`src/rtl/subleq_pkg.sv`:
```
// Shared definitions for the subleq memory arbiter.
//   ADDR_W_DEF / DATA_W_DEF : default memory address / word widths
//   arb_state_t             : arbiter FSM state (IDLE, LOCKED)
package subleq_pkg;

  localparam int unsigned ADDR_W_DEF = 8;
  localparam int unsigned DATA_W_DEF = 8;

  typedef enum logic {
    IDLE,
    LOCKED
  } arb_state_t;

endpackage

```
`src/rtl/subleq_rr_picker.sv`:
```
// Combinational round-robin picker.
//   req_i   : per-requester request vector
//   ptr_i   : highest-priority requester this cycle
//   gnt_o   : one-hot grant (all zero when nothing requests)
//   idx_o   : index of the granted requester
//   valid_o : some requester was picked
module subleq_rr_picker #(
  parameter int unsigned N_REQ = 2,
  parameter int unsigned PTR_W = 1
) (
  input  logic [N_REQ-1:0] req_i,
  input  logic [PTR_W-1:0] ptr_i,
  output logic [N_REQ-1:0] gnt_o,
  output logic [PTR_W-1:0] idx_o,
  output logic             valid_o
);

  always_comb begin
    logic [PTR_W-1:0] j;
    gnt_o   = '0;
    idx_o   = '0;
    valid_o = 1'b0;
    j       = '0;
    // Scan ptr, ptr+1, ... wrapping at N_REQ; the first requester found wins.
    for (int unsigned k = 0; k < N_REQ; k++) begin
      j = PTR_W'((32'(ptr_i) + k) % N_REQ);
      if (!valid_o && req_i[j]) begin
        gnt_o[j] = 1'b1;
        idx_o    = j;
        valid_o  = 1'b1;
      end
    end
  end

endmodule

```
`src/rtl/subleq_mem_arbiter.sv`:
```
// Round-robin arbiter sharing one single-port subleq memory between N_REQ requesters.
// One access is accepted per cycle; the command is registered onto mem_* the next cycle and
// read data returns to the requester two cycles after acceptance.
// Optional bus locking is compiled in with the macro SUBLEQ_ARB_LOCK_EN.
// Ports:
//   clock, reset_n          : clock, synchronous active-low reset
//   req_i/we_i/lock_i       : per-requester request, write enable, hold-bus-after-access
//   addr_i/wdata_i          : packed per-requester address and write data
//   gnt_o                   : combinational accept (req_i & gnt_o = accepted)
//   rvalid_o/rdata_o        : read return pulse per requester, shared read data
//   mem_en/we/addr/wdata_o  : registered memory command
//   mem_rdata_i             : memory read data, valid the cycle after a read command
//   lock_timeout_o          : pulse on forced lock release
module subleq_mem_arbiter
  import subleq_pkg::*;
#(
  parameter int unsigned N_REQ    = 2,
  parameter int unsigned ADDR_W   = ADDR_W_DEF,
  parameter int unsigned DATA_W   = DATA_W_DEF,
  parameter int unsigned LOCK_MAX = 16
) (
  input  logic                    clock,
  input  logic                    reset_n,
  input  logic [N_REQ-1:0]        req_i,
  input  logic [N_REQ-1:0]        we_i,
  input  logic [N_REQ-1:0]        lock_i,
  input  logic [N_REQ*ADDR_W-1:0] addr_i,
  input  logic [N_REQ*DATA_W-1:0] wdata_i,
  output logic [N_REQ-1:0]        gnt_o,
  output logic [N_REQ-1:0]        rvalid_o,
  output logic [DATA_W-1:0]       rdata_o,
  output logic                    mem_en_o,
  output logic                    mem_we_o,
  output logic [ADDR_W-1:0]       mem_addr_o,
  output logic [DATA_W-1:0]       mem_wdata_o,
  input  logic [DATA_W-1:0]       mem_rdata_i,
  output logic                    lock_timeout_o
);

  localparam int unsigned PTR_W = (N_REQ > 1) ? $clog2(N_REQ) : 1;

  logic [N_REQ-1:0]  pick_gnt;
  logic [PTR_W-1:0]  pick_idx;
  logic              pick_valid;
  logic [PTR_W-1:0]  ptr_q;
  logic              ptr_upd;
  logic              win;
  logic [PTR_W-1:0]  win_idx;
  logic              sel_we;
  logic [ADDR_W-1:0] sel_addr;
  logic [DATA_W-1:0] sel_wdata;

  subleq_rr_picker #(
    .N_REQ (N_REQ),
    .PTR_W (PTR_W)
  ) u_picker (
    .req_i   (req_i),
    .ptr_i   (ptr_q),
    .gnt_o   (pick_gnt),
    .idx_o   (pick_idx),
    .valid_o (pick_valid)
  );

`ifdef SUBLEQ_ARB_LOCK_EN
  localparam int unsigned CNT_W = (LOCK_MAX > 1) ? $clog2(LOCK_MAX) : 1;

  arb_state_t       state_q;
  logic [PTR_W-1:0] owner_q;
  logic [CNT_W-1:0] cnt_q;
  logic             cnt_last;

  // Counter starts at 0 on entry, so LOCK_MAX-1 marks the final cycle the lock may be held.
  assign cnt_last = (state_q == LOCKED) && (cnt_q == CNT_W'(LOCK_MAX - 1));

  always_comb begin
    gnt_o          = '0;
    win            = 1'b0;
    win_idx        = pick_idx;
    lock_timeout_o = 1'b0;
    if (reset_n) begin
      if (state_q == IDLE) begin
        gnt_o = pick_gnt;
        win   = pick_valid;
      end else begin
        win_idx = owner_q;
        // On the final locked cycle only an unlocking owner access may still win.
        if (req_i[owner_q] && !(cnt_last && lock_i[owner_q])) begin
          gnt_o[owner_q] = 1'b1;
          win            = 1'b1;
        end
        lock_timeout_o = cnt_last && !win;
      end
    end
  end

  // On timeout win_idx already holds the owner, so the pointer moves past it.
  assign ptr_upd = win | lock_timeout_o;

  always_ff @(posedge clock) begin
    if (!reset_n) begin
      state_q <= IDLE;
      owner_q <= '0;
      cnt_q   <= '0;
    end else begin
      unique case (state_q)
        IDLE: begin
          if (win && lock_i[win_idx]) begin
            state_q <= LOCKED;
            owner_q <= win_idx;
            cnt_q   <= '0;
          end
        end
        LOCKED: begin
          if ((win && !lock_i[owner_q]) || lock_timeout_o) begin
            state_q <= IDLE;
            cnt_q   <= '0;
          end else begin
            cnt_q <= cnt_q + CNT_W'(1);
          end
        end
      endcase
    end
  end
`else
  logic unused_lock;

  assign unused_lock    = ^lock_i;
  assign gnt_o          = reset_n ? pick_gnt : '0;
  assign win            = reset_n & pick_valid;
  assign win_idx        = pick_idx;
  assign lock_timeout_o = 1'b0;
  assign ptr_upd        = win;
`endif

  // Select the winner's command fields.
  always_comb begin
    sel_we    = 1'b0;
    sel_addr  = '0;
    sel_wdata = '0;
    for (int unsigned i = 0; i < N_REQ; i++) begin
      if (win_idx == PTR_W'(i)) begin
        sel_we    = we_i[i];
        sel_addr  = addr_i[i*ADDR_W +: ADDR_W];
        sel_wdata = wdata_i[i*DATA_W +: DATA_W];
      end
    end
  end

  always_ff @(posedge clock) begin
    if (!reset_n) begin
      ptr_q <= '0;
    end else if (ptr_upd) begin
      ptr_q <= (win_idx == PTR_W'(N_REQ - 1)) ? '0 : win_idx + PTR_W'(1);
    end
  end

  logic              mem_en_q;
  logic              mem_we_q;
  logic [ADDR_W-1:0] mem_addr_q;
  logic [DATA_W-1:0] mem_wdata_q;
  logic              rd_pend_q;
  logic [PTR_W-1:0]  rd_idx_q;
  logic [N_REQ-1:0]  rvalid_q;
  logic [N_REQ-1:0]  rvalid_d;

  always_comb begin
    rvalid_d = '0;
    if (rd_pend_q) rvalid_d[rd_idx_q] = 1'b1;
  end

  // Command register plus two-stage tag pipeline matching the memory's one-cycle read latency.
  always_ff @(posedge clock) begin
    if (!reset_n) begin
      mem_en_q    <= 1'b0;
      mem_we_q    <= 1'b0;
      mem_addr_q  <= '0;
      mem_wdata_q <= '0;
      rd_pend_q   <= 1'b0;
      rd_idx_q    <= '0;
      rvalid_q    <= '0;
    end else begin
      mem_en_q <= win;
      mem_we_q <= win & sel_we;
      if (win) begin
        mem_addr_q  <= sel_addr;
        mem_wdata_q <= sel_wdata;
      end
      rd_pend_q <= win & ~sel_we;
      rd_idx_q  <= win_idx;
      rvalid_q  <= rvalid_d;
    end
  end

  assign mem_en_o    = mem_en_q;
  assign mem_we_o    = mem_we_q;
  assign mem_addr_o  = mem_addr_q;
  assign mem_wdata_o = mem_wdata_q;
  assign rvalid_o    = rvalid_q;
  assign rdata_o     = (|rvalid_q) ? mem_rdata_i : '0;

endmodule

```
`config.mk`:
```
export PLATFORM = sky130hd
export DESIGN_NAME = subleq_mem_arbiter
export DESIGN_NICKNAME = d
export VERILOG_FILES = /design/src/rtl/subleq_pkg.sv /design/src/rtl/subleq_rr_picker.sv /design/src/rtl/subleq_mem_arbiter.sv
export SDC_FILE = /design/constraint.sdc
export NUM_CORES = 1
export LEC_CHECK = 0
export CAP_MARGIN = 30
export CORE_ASPECT_RATIO = 0.9
export CORE_MARGIN = 10
export CORE_UTILIZATION = 35
export DETAILED_ROUTE_END_ITERATION = 10
export HOLD_SLACK_MARGIN = 0.03
export PLACE_DENSITY_LB_ADDON = 0.05
export RECOVER_POWER = 50
export SLEW_MARGIN = 15
export SYNTH_ARGS = -nofsm -noshare
export SYNTH_HDL_FRONTEND = slang
export SYNTH_HIERARCHICAL = 1
export SYNTH_SLANG_ARGS = --single-unit
```
`constraint.sdc`:
```
create_clock -name clock -period 3.6 [get_ports clock]
set_input_delay 0.54 -clock clock [delete_from_list [all_inputs] [get_ports clock]]
set_output_delay 0.54 -clock clock [all_outputs]
set_load 0.01 [all_outputs]
```
==> flow_results.xml, run 1 <==
<?xml version="1.0" encoding="UTF-8"?>
<metrics>
  <group name="outcome">
    <metric name="run_status" unit="">finished with violations</metric>
    <metric name="failed_checks" unit="">capacitance limit, slew limit</metric>
  </group>
  <group name="detailed_routing">
    <metric name="drt-initial-drc-count" unit="">19</metric>
    <metric name="avgRoutedWirePerCell" unit="um">15.7</metric>
    <metric name="dr.pass1.iters" unit="">3</metric>
    <metric name="route.detailed.drc" unit="">0</metric>
    <metric name="drt-vias-per-instance" unit="">4.64</metric>
  </group>
  <group name="finish">
    <metric name="clkCellAreaFrac" unit="%">1.46</metric>
    <metric name="flop-count" unit="">23</metric>
    <metric name="comb_area" unit="sq um">483</metric>
    <metric name="n_clock_buffer" unit="">4</metric>
    <metric name="layout_top_cells" unit="">58 x clkdlybuf4s50_1, 23 x dfxtp_1, 17 x mux2i_1, 17 x dlygate4sd3_1, 16 x a21oi_1</metric>
    <metric name="insertedDiodeCount" unit="">0</metric>
    <metric name="num-nets-final" unit="">229</metric>
    <metric name="logic_gates" unit="">74</metric>
    <metric name="comb_total_area" unit="%">26.8</metric>
  </group>
  <group name="pwr">
    <metric name="switching_share" unit="%">25.3</metric>
    <metric name="clk-power" unit="mW">0.116</metric>
    <metric name="total_switching_power" unit="mW">0.140</metric>
    <metric name="pg_comb" unit="mW">0.156</metric>
    <metric name="share_seq_of_total_power" unit="%">51.0</metric>
    <metric name="power.density" unit="mW/mm^2">308</metric>
  </group>
  <group name="clock_tree">
    <metric name="ctsLongestPathBuffers" unit="">2</metric>
    <metric name="root_buffer" unit="">clkbuf_4</metric>
    <metric name="cts_resized" unit="">0</metric>
    <metric name="clk_pin_slew_worst_paths" unit="ps">120</metric>
    <metric name="cts_setup_buffers" unit="">0</metric>
    <metric name="insertion_delay" unit="ps">300</metric>
  </group>
  <group name="synthesis">
    <metric name="synthTopCellsByCount" unit="">23 x dfxtp_1, 17 x mux2i_1, 16 x a21oi_1, 15 x o21ai_0, 9 x nor2b_1</metric>
    <metric name="synthMostInstantiatedCell" unit="">dfxtp_1</metric>
    <metric name="synth_cell_types" unit="">22</metric>
    <metric name="ys_async_sr_fraction" unit="%">0</metric>
    <metric name="synthesis.area" unit="sq mm">0.00101</metric>
    <metric name="synth_sequential_area_ratio" unit="%">45.5</metric>
    <metric name="synthTopLogicFamily" unit="">AND-OR/OR-AND gates</metric>
    <metric name="ys_top_cells_by_area" unit="">dfxtp_1 45%, mux2i_1 17%, a21oi_1 7.9%</metric>
    <metric name="synth.mux.area_fraction" unit="%">16.8</metric>
    <metric name="enable_flop_cells" unit="">0</metric>
    <metric name="xor_share" unit="%">0</metric>
    <metric name="synth.yosys.warnings" unit="">6</metric>
    <metric name="syn-mean-instance-area" unit="sq um">9.46</metric>
  </group>
  <group name="setup_path">
    <metric name="slowest_cell_on_the_critical_path" unit="">a21boi_0</metric>
    <metric name="worst_setup_path_end_kind" unit="">register</metric>
    <metric name="crit_type" unit="">input pin to register</metric>
    <metric name="worstSetupEndpoint" unit="">rd_pend_q$_SDFF_PN0_</metric>
    <metric name="r2r_setup_slack" unit="ps">1110</metric>
    <metric name="worst_path_largest_cell_delay" unit="ps">1200</metric>
    <metric name="worst-endpoint-arrival" unit="ps">3080</metric>
    <metric name="critical_path.top_delay_family" unit="">AND-OR/OR-AND gates</metric>
    <metric name="cp_max_fo" unit="">11</metric>
    <metric name="reg2reg_to" unit="">rd_pend_q$_SDFF_PN0_</metric>
    <metric name="critical_path.startpoint" unit="">req_i[1]</metric>
  </group>
  <group name="min_path">
    <metric name="holdPathStages" unit="">1</metric>
  </group>
  <group name="timing">
    <metric name="setup_viol_count_final" unit="">0</metric>
    <metric name="rsz0062_at_grt" unit="">no</metric>
    <metric name="max-slew-margin-rel" unit="%">-3.90</metric>
    <metric name="slew_violations" unit="">10</metric>
    <metric name="portion_of_the_clock_cycle_consumed_by_the_worst_path_in_the_final_layout" unit="%">78.4</metric>
    <metric name="tns_setup" unit="ps">0</metric>
    <metric name="max_slew.worst_pin.slew" unit="ps">1540</metric>
  </group>
  <group name="global_routing">
    <metric name="maximum_number_of_pins_on_one_net_before_global_route_repair" unit="">36</metric>
    <metric name="use_met1" unit="%">12.2</metric>
    <metric name="gr-max-usage-layer" unit="">met2</metric>
    <metric name="globalRoute.totalOverflow" unit="">0</metric>
    <metric name="met2_usage" unit="%">23.6</metric>
  </group>
  <group name="placement">
    <metric name="place_hpwl" unit="um">2890</metric>
    <metric name="place_area" unit="sq mm">0.00177</metric>
    <metric name="numPlacedInstances" unit="">215</metric>
    <metric name="preCtsSetupSlack" unit="ps">1120</metric>
  </group>
  <group name="flow_run">
    <metric name="stage_log_warnings" unit="">28</metric>
    <metric name="maxCapViolCount" unit="">1</metric>
  </group>
</metrics>
==> run 1: how the worst min path moves through the flow <==
stage                         from                      to
2_1_floorplan  rd_idx_q$_SDFF_PN0_  rvalid_o[0]$_SDFF_PN0_
3_3_place_gp   rd_idx_q$_SDFF_PN0_  rvalid_o[0]$_SDFF_PN0_
3_5_place_dp   rd_idx_q$_SDFF_PN0_  rvalid_o[0]$_SDFF_PN0_
4_1_cts        rd_idx_q$_SDFF_PN0_  rvalid_o[0]$_SDFF_PN0_
5_1_grt        rd_idx_q$_SDFF_PN0_  rvalid_o[0]$_SDFF_PN0_
6_report       rd_idx_q$_SDFF_PN0_  rvalid_o[0]$_SDFF_PN0_
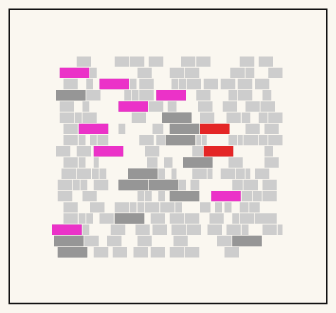
Fig. 1. Sequential cells grouped by signal name (run 1).
Other sequential cells in the stronger grey, the rest of the logic in the fainter grey.
Red stands for rvalid_o, sequential cells 2. Magenta stands for mem_wdata_o, sequential cells 8.
Sequential Area: 460 sq um
sequential fraction of total cell area: 25.6%
final core area utilization: 65.5%
Flop+latch power: 0.283 mW

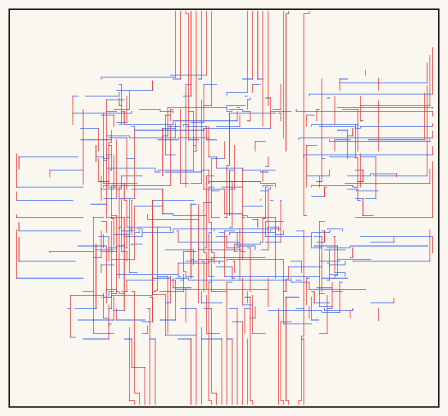
Fig. 2. Metal layers overlaid (run 1).
Only two layers are drawn.
Blue stands for met1, wire length 1350 um. Red stands for met2, wire length 1840 um.
routed wire length: 3450 um
total number of vias: 1021
global routing usage summed across all routing layers: 12.3%

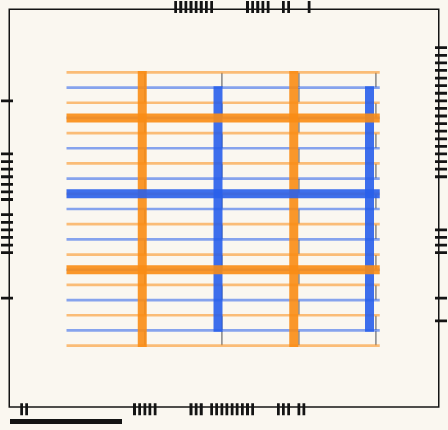
Fig. 3. PDN straps and rails (run 1).
Bar = 20 um. Pins as bars on the die edge. Tap cells in grey.
Orange stands for VSS. Blue stands for VDD.
3 straps on met5. 4 straps on met4. 40 tap cells. The core has 18 rows.
die span in y: 71.0 um
highest ir drop seen on vdd: 233 uV
core area: 0.00275 sq mm
width of the die: 76.7 um

Fig. 4: run 1, zoomed window
Region (45, 5) to (70, 30) um. Cells in grey, sequential cells in the stronger grey; small squares are vias.
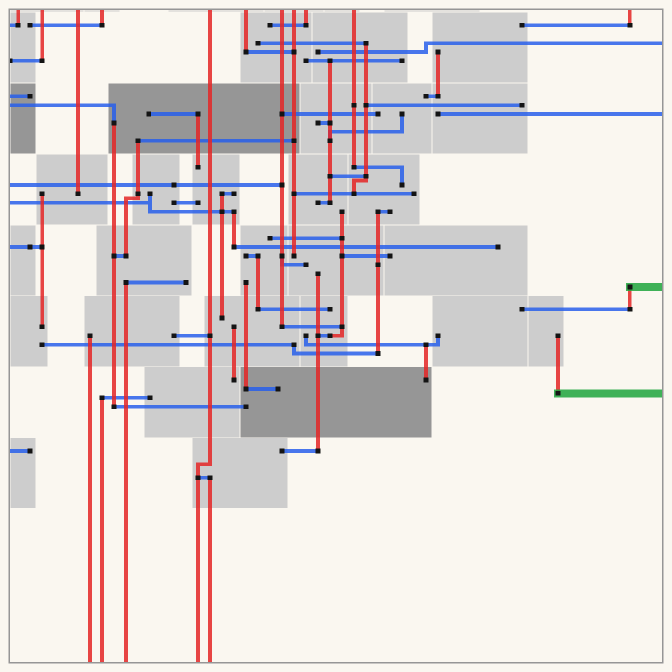

==> inputs of run 2 (changes only) <==
--- a/config.mk
+++ b/config.mk
@@ -8,7 +8,7 @@
 export CAP_MARGIN = 30
 export CORE_ASPECT_RATIO = 0.9
 export CORE_MARGIN = 10
-export CORE_UTILIZATION = 35
+export CORE_UTILIZATION = 29
 export DETAILED_ROUTE_END_ITERATION = 10
 export HOLD_SLACK_MARGIN = 0.03
 export PLACE_DENSITY_LB_ADDON = 0.05
==> constraint.sdc (replaced) <==
create_clock -name clock -period 2.57 [get_ports clock]
set_input_delay 0.3855 -clock clock [delete_from_list [all_inputs] [get_ports clock]]
set_output_delay 0.3855 -clock clock [all_outputs]
set_load 0.01 [all_outputs]
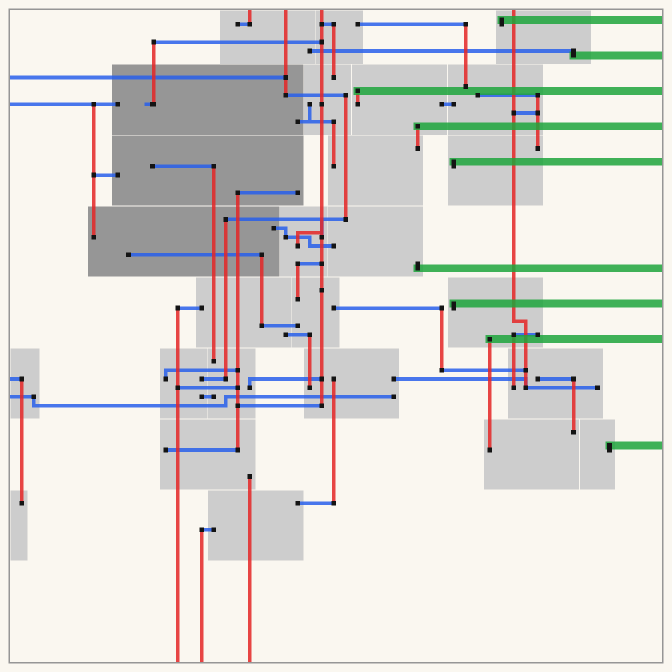
Fig. 5. Zoomed window (run 2).
Region (49, 7) to (74, 32) um. Cells in grey, sequential cells in the stronger grey; small squares are vias.
Blue stands for met1. Green stands for met3. Red stands for met2.
Most frequent: clkdlybuf4s50_1 (7), dlygate4sd3_1 (4). Sequential cells in the window: 3. 24 logic cells have their middle in the window. Netlist names of flops here include mem_addr_o (2), mem_wdata_o (1).

==> flow_results.xml, run 2 <==
<?xml version="1.0" encoding="UTF-8"?>
<metrics>
  <group name="flow_run">
    <metric name="stage_log_warnings" unit="">28</metric>
  </group>
  <group name="synthesis">
    <metric name="xor_share" unit="%">0</metric>
    <metric name="synthesis.area" unit="sq mm">0.00101</metric>
    <metric name="synth_cell_types" unit="">22</metric>
    <metric name="synthMostInstantiatedCell" unit="">dfxtp_1</metric>
    <metric name="enable_flop_cells" unit="">0</metric>
    <metric name="synthTopCellsByCount" unit="">23 x dfxtp_1, 17 x mux2i_1, 16 x a21oi_1, 15 x o21ai_0, 9 x nor2b_1</metric>
    <metric name="syn-mean-instance-area" unit="sq um">9.46</metric>
  </group>
  <group name="finish">
    <metric name="clkCellAreaFrac" unit="%">2.54</metric>
    <metric name="logic_gates" unit="">74</metric>
    <metric name="flop-count" unit="">23</metric>
    <metric name="layout_top_cells" unit="">55 x clkdlybuf4s50_1, 23 x dfxtp_1, 20 x dlygate4sd3_1</metric>
    <metric name="insertedDiodeCount" unit="">0</metric>
    <metric name="comb_area" unit="sq um">487</metric>
  </group>
  <group name="outcome">
    <metric name="run_status" unit="">complete, no violations</metric>
  </group>
  <group name="min_path">
    <metric name="hold-path-endpoint" unit="">rvalid_o[0]$_SDFF_PN0_</metric>
    <metric name="min_from" unit="">rd_idx_q$_SDFF_PN0_</metric>
  </group>
  <group name="placement">
    <metric name="numPlacedInstances" unit="">220</metric>
    <metric name="place_hpwl" unit="um">2640</metric>
  </group>
  <group name="timing">
    <metric name="tns_setup" unit="ps">0</metric>
    <metric name="setup_viol_count_final" unit="">0</metric>
    <metric name="slew_violations" unit="">0</metric>
  </group>
  <group name="clock_tree">
    <metric name="cts_resized" unit="">0</metric>
    <metric name="root_buffer" unit="">clkbuf_8</metric>
    <metric name="insertion_delay" unit="ps">260</metric>
    <metric name="clk_pin_slew_worst_paths" unit="ps">80</metric>
  </group>
  <group name="detailed_routing">
    <metric name="drt-vias-per-instance" unit="">4.46</metric>
    <metric name="drt-initial-drc-count" unit="">16</metric>
  </group>
  <group name="global_routing">
    <metric name="grt_use_total" unit="%">9.86</metric>
    <metric name="globalRoute.totalOverflow" unit="">0</metric>
    <metric name="maximum_number_of_pins_on_one_net_before_global_route_repair" unit="">36</metric>
  </group>
  <group name="pwr">
    <metric name="total_switching_power" unit="mW">0.201</metric>
    <metric name="switching_share" unit="%">24.3</metric>
    <metric name="worst_ir_drop_vdd" unit="uV">253</metric>
    <metric name="pg_comb" unit="mW">0.215</metric>
    <metric name="power.density" unit="mW/mm^2">453</metric>
  </group>
  <group name="floorplanning">
    <metric name="floorplan.core_area" unit="sq mm">0.00338</metric>
  </group>
  <group name="setup_path">
    <metric name="cp_max_fo" unit="">4</metric>
    <metric name="worst_setup_path_end_kind" unit="">output pin</metric>
  </group>
</metrics>
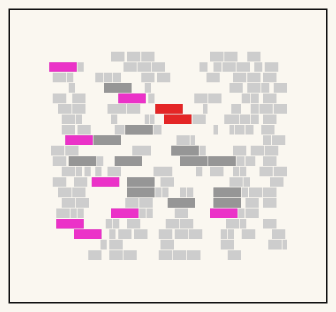
Fig. 6. Sequential cells grouped by signal name (run 2).
Other sequential cells in the stronger grey, the rest of the logic in the fainter grey.
Red stands for rvalid_o, sequential cells 2. Magenta stands for mem_wdata_o, sequential cells 8.
sequential fraction of total cell area: 25.3%
Flop+latch power: 0.394 mW
final core area utilization: 53.9%

run 2: cell counts after synthesis:
Identical to the previous run, type by type.
run 2: metal layers:
| layer | up-vias | routed length, um | track usage (%) |
|---|---|---|---|
| met3 | 2 | 475 | 5.19 |
| met5 | - | 0 | 0 |
| met1 | 441 | 1220 | 10.5 |
| met2 | 43 | 1570 | 16.2 |
| met4 | 0 | 17 | 3.06 |
| li1 | 513 | - | - |
run 2: worst max path at each step:
stage	start	to	slack, ps	depth (start not counted)
after floorplan	req_i[1]	mem_addr_o[0]$_SDFFE_PN0P_	1290	5
after global placement	req_i[0]	gnt_o[0]	430	4
after detailed placement	req_i[0]	gnt_o[0]	400	4
after CTS	req_i[0]	gnt_o[0]	400	4
after global routing	req_i[0]	gnt_o[0]	310	4
final	req_i[0]	gnt_o[0]	410	4
Fig. 7: run 2, congestion heat map
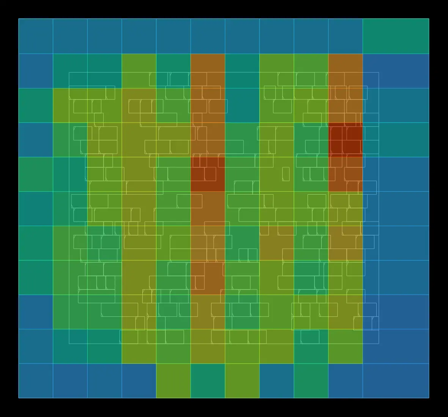

==> inputs of run 3 (changes only) <==
==> constraint.sdc (replaced) <==
create_clock -name clock -period 1.7 [get_ports clock]
set_input_delay 0.255 -clock clock [delete_from_list [all_inputs] [get_ports clock]]
set_output_delay 0.255 -clock clock [all_outputs]
set_load 0.01 [all_outputs]
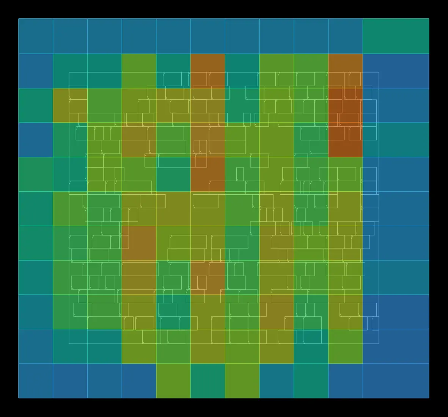
Fig. 8. Congestion heat map (run 3).
wire length per cell after detailed routing: 14.1 um
met2 track demand over resource in global routing: 17.0%
met1 usage in global routing: 10.9%
final core area utilization: 54.9%
global route hottest layer: met2

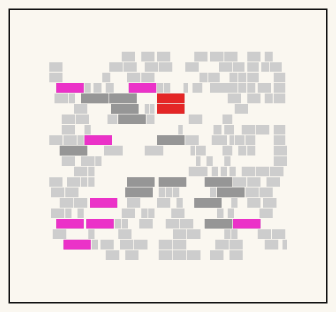
Fig. 9. Sequential cells grouped by signal name (run 3).
Other sequential cells in the stronger grey, the rest of the logic in the fainter grey.
Red stands for rvalid_o, sequential cells 2. Magenta stands for mem_wdata_o, sequential cells 8.
Another 13 sequential cells are not coloured.
sequential fraction of total cell area: 24.8%
Flop+latch power: 0.597 mW

==> flow_results.xml, run 3 <==
<?xml version="1.0" encoding="UTF-8"?>
<metrics>
  <group name="finish">
    <metric name="comb_area" unit="sq um">487</metric>
    <metric name="post-route-cell-area" unit="sq mm">0.00186</metric>
    <metric name="fillerInstances" unit="">313</metric>
    <metric name="regArea" unit="sq um">460</metric>
    <metric name="layout_top_cells" unit="">49 x clkdlybuf4s50_1, 23 x dfxtp_1, 17 x mux2i_1</metric>
    <metric name="layout.non_clock_inverters" unit="">1</metric>
    <metric name="clkCellAreaFrac" unit="%">2.43</metric>
    <metric name="flop-count" unit="">23</metric>
    <metric name="insertedDiodeCount" unit="">0</metric>
    <metric name="logic_gates" unit="">74</metric>
    <metric name="finish.cell_count_without_fillers" unit="">229</metric>
  </group>
  <group name="floorplanning">
    <metric name="num_tap_cells" unit="">44</metric>
    <metric name="die_outline_area" unit="sq mm">0.00626</metric>
    <metric name="fp.dieW" unit="um">82.3</metric>
    <metric name="floorplan.core_area" unit="sq mm">0.00338</metric>
    <metric name="ios" unit="">79</metric>
    <metric name="die_h" unit="um">76.1</metric>
  </group>
  <group name="synthesis">
    <metric name="synth-simple-area-share" unit="%">11.5</metric>
    <metric name="synth.yosys.warnings" unit="">6</metric>
    <metric name="syn-mean-instance-area" unit="sq um">9.46</metric>
    <metric name="synth_sequential_area_ratio" unit="%">45.5</metric>
    <metric name="synthMostInstantiatedCell" unit="">dfxtp_1</metric>
    <metric name="enable_flop_cells" unit="">0</metric>
    <metric name="synth_cell_types" unit="">22</metric>
    <metric name="xor_share" unit="%">0</metric>
    <metric name="synth.mux.area_fraction" unit="%">16.8</metric>
    <metric name="synthTopCellsByCount" unit="">23 x dfxtp_1, 17 x mux2i_1, 16 x a21oi_1, 15 x o21ai_0, 9 x nor2b_1</metric>
    <metric name="synth_stat.cells" unit="">107</metric>
    <metric name="synthesis.area" unit="sq mm">0.00101</metric>
  </group>
  <group name="clock_tree">
    <metric name="root_buffer" unit="">clkbuf_8</metric>
    <metric name="clk_pin_slew_worst_paths" unit="ps">70</metric>
    <metric name="cts_resized" unit="">10</metric>
    <metric name="htreeDepth" unit="">1</metric>
    <metric name="cts_setup_buffers" unit="">0</metric>
    <metric name="insertion_delay" unit="ps">250</metric>
    <metric name="ctsLongestPathBuffers" unit="">2</metric>
    <metric name="cts_hold_repair.buffers" unit="">0</metric>
  </group>
  <group name="detailed_routing">
    <metric name="dr_wl_met2" unit="um">1520</metric>
    <metric name="drt-vias-per-instance" unit="">4.38</metric>
    <metric name="drtAntennaViolNets" unit="">0</metric>
    <metric name="drt-met1-wl" unit="um">1270</metric>
    <metric name="drt-initial-drc-count" unit="">17</metric>
    <metric name="dr.pass1.iters" unit="">2</metric>
    <metric name="met3_wirelength" unit="um">417</metric>
    <metric name="dr.max_layer_used" unit="">met4</metric>
  </group>
  <group name="global_routing">
    <metric name="globalRoute.totalOverflow" unit="">0</metric>
    <metric name="grt_antenna_before_repair" unit="">0</metric>
    <metric name="maximum_number_of_pins_on_one_net_before_global_route_repair" unit="">36</metric>
    <metric name="use_met3" unit="%">5.54</metric>
    <metric name="grt_use_total" unit="%">10.2</metric>
  </group>
  <group name="pwr">
    <metric name="leakage" unit="nW">0.800</metric>
    <metric name="power.density" unit="mW/mm^2">675</metric>
    <metric name="report.power.total" unit="mW">1.25</metric>
    <metric name="worst_ir_drop_vdd" unit="uV">579</metric>
  </group>
  <group name="min_path">
    <metric name="hold-path-endpoint" unit="">rvalid_o[0]$_SDFF_PN0_</metric>
    <metric name="min_from" unit="">rd_idx_q$_SDFF_PN0_</metric>
    <metric name="min-delay-path-class" unit="">register to register</metric>
  </group>
  <group name="placement">
    <metric name="routabilityCongestion" unit="">0.730</metric>
    <metric name="place_hpwl" unit="um">2700</metric>
    <metric name="numPlacedInstances" unit="">225</metric>
    <metric name="preCtsSetupSlack" unit="ps">-159</metric>
  </group>
  <group name="setup_path">
    <metric name="worst_setup_path_start_kind" unit="">input pin</metric>
    <metric name="worst_setup_path_end_kind" unit="">output pin</metric>
    <metric name="cp_max_fo" unit="">3</metric>
    <metric name="reg2reg_from" unit="">ptr_q$_SDFFE_PN0P_</metric>
    <metric name="slowest_cell_on_the_critical_path" unit="">clkdlybuf4s50_1</metric>
  </group>
  <group name="outcome">
    <metric name="run_status" unit="">complete, no violations</metric>
  </group>
  <group name="timing">
    <metric name="max_slew.worst_pin.slew" unit="ps">594</metric>
    <metric name="slew_violations" unit="">0</metric>
    <metric name="tns_setup" unit="ps">0</metric>
    <metric name="setup_viol_count_final" unit="">0</metric>
    <metric name="hold_viol_final" unit="">0</metric>
    <metric name="fin_worst_hold_slack" unit="ps">403</metric>
    <metric name="max-slew-margin-rel" unit="%">60.4</metric>
    <metric name="rsz0062_at_grt" unit="">no</metric>
  </group>
  <group name="flow_run">
    <metric name="stage_log_warnings" unit="">28</metric>
  </group>
</metrics>
==> run 3: cell counts after synthesis <==
Identical to the previous run, type by type.
==> run 3: worst max path at each step <==
stage | startpoint | to | slack, ps | depth (start not counted)
final | req_i[0] | gnt_o[0] | 120 | 4
after global routing | reset_n | mem_we_o$_SDFF_PN0_ | 20 | 4
after CTS | req_i[0] | gnt_o[0] | 100 | 4
after detailed placement | req_i[0] | gnt_o[0] | -160 | 4
after global placement | req_i[1] | gnt_o[1] | -130 | 4
after floorplan | ptr_q$_SDFFE_PN0P_ | mem_addr_o[0]$_SDFFE_PN0P_ | 460 | 6
==> run 3: power by group <==
part	total (mW)	switching (mW)	leakage, nW	internal (mW)
combinational	0.333	0.124	0.586	0.209
sequential	0.597	0.0171	0.191	0.580
clock	0.323	0.156	0.0228	0.167
Power figures rest on the tool's default switching activity, not on a simulated workload.
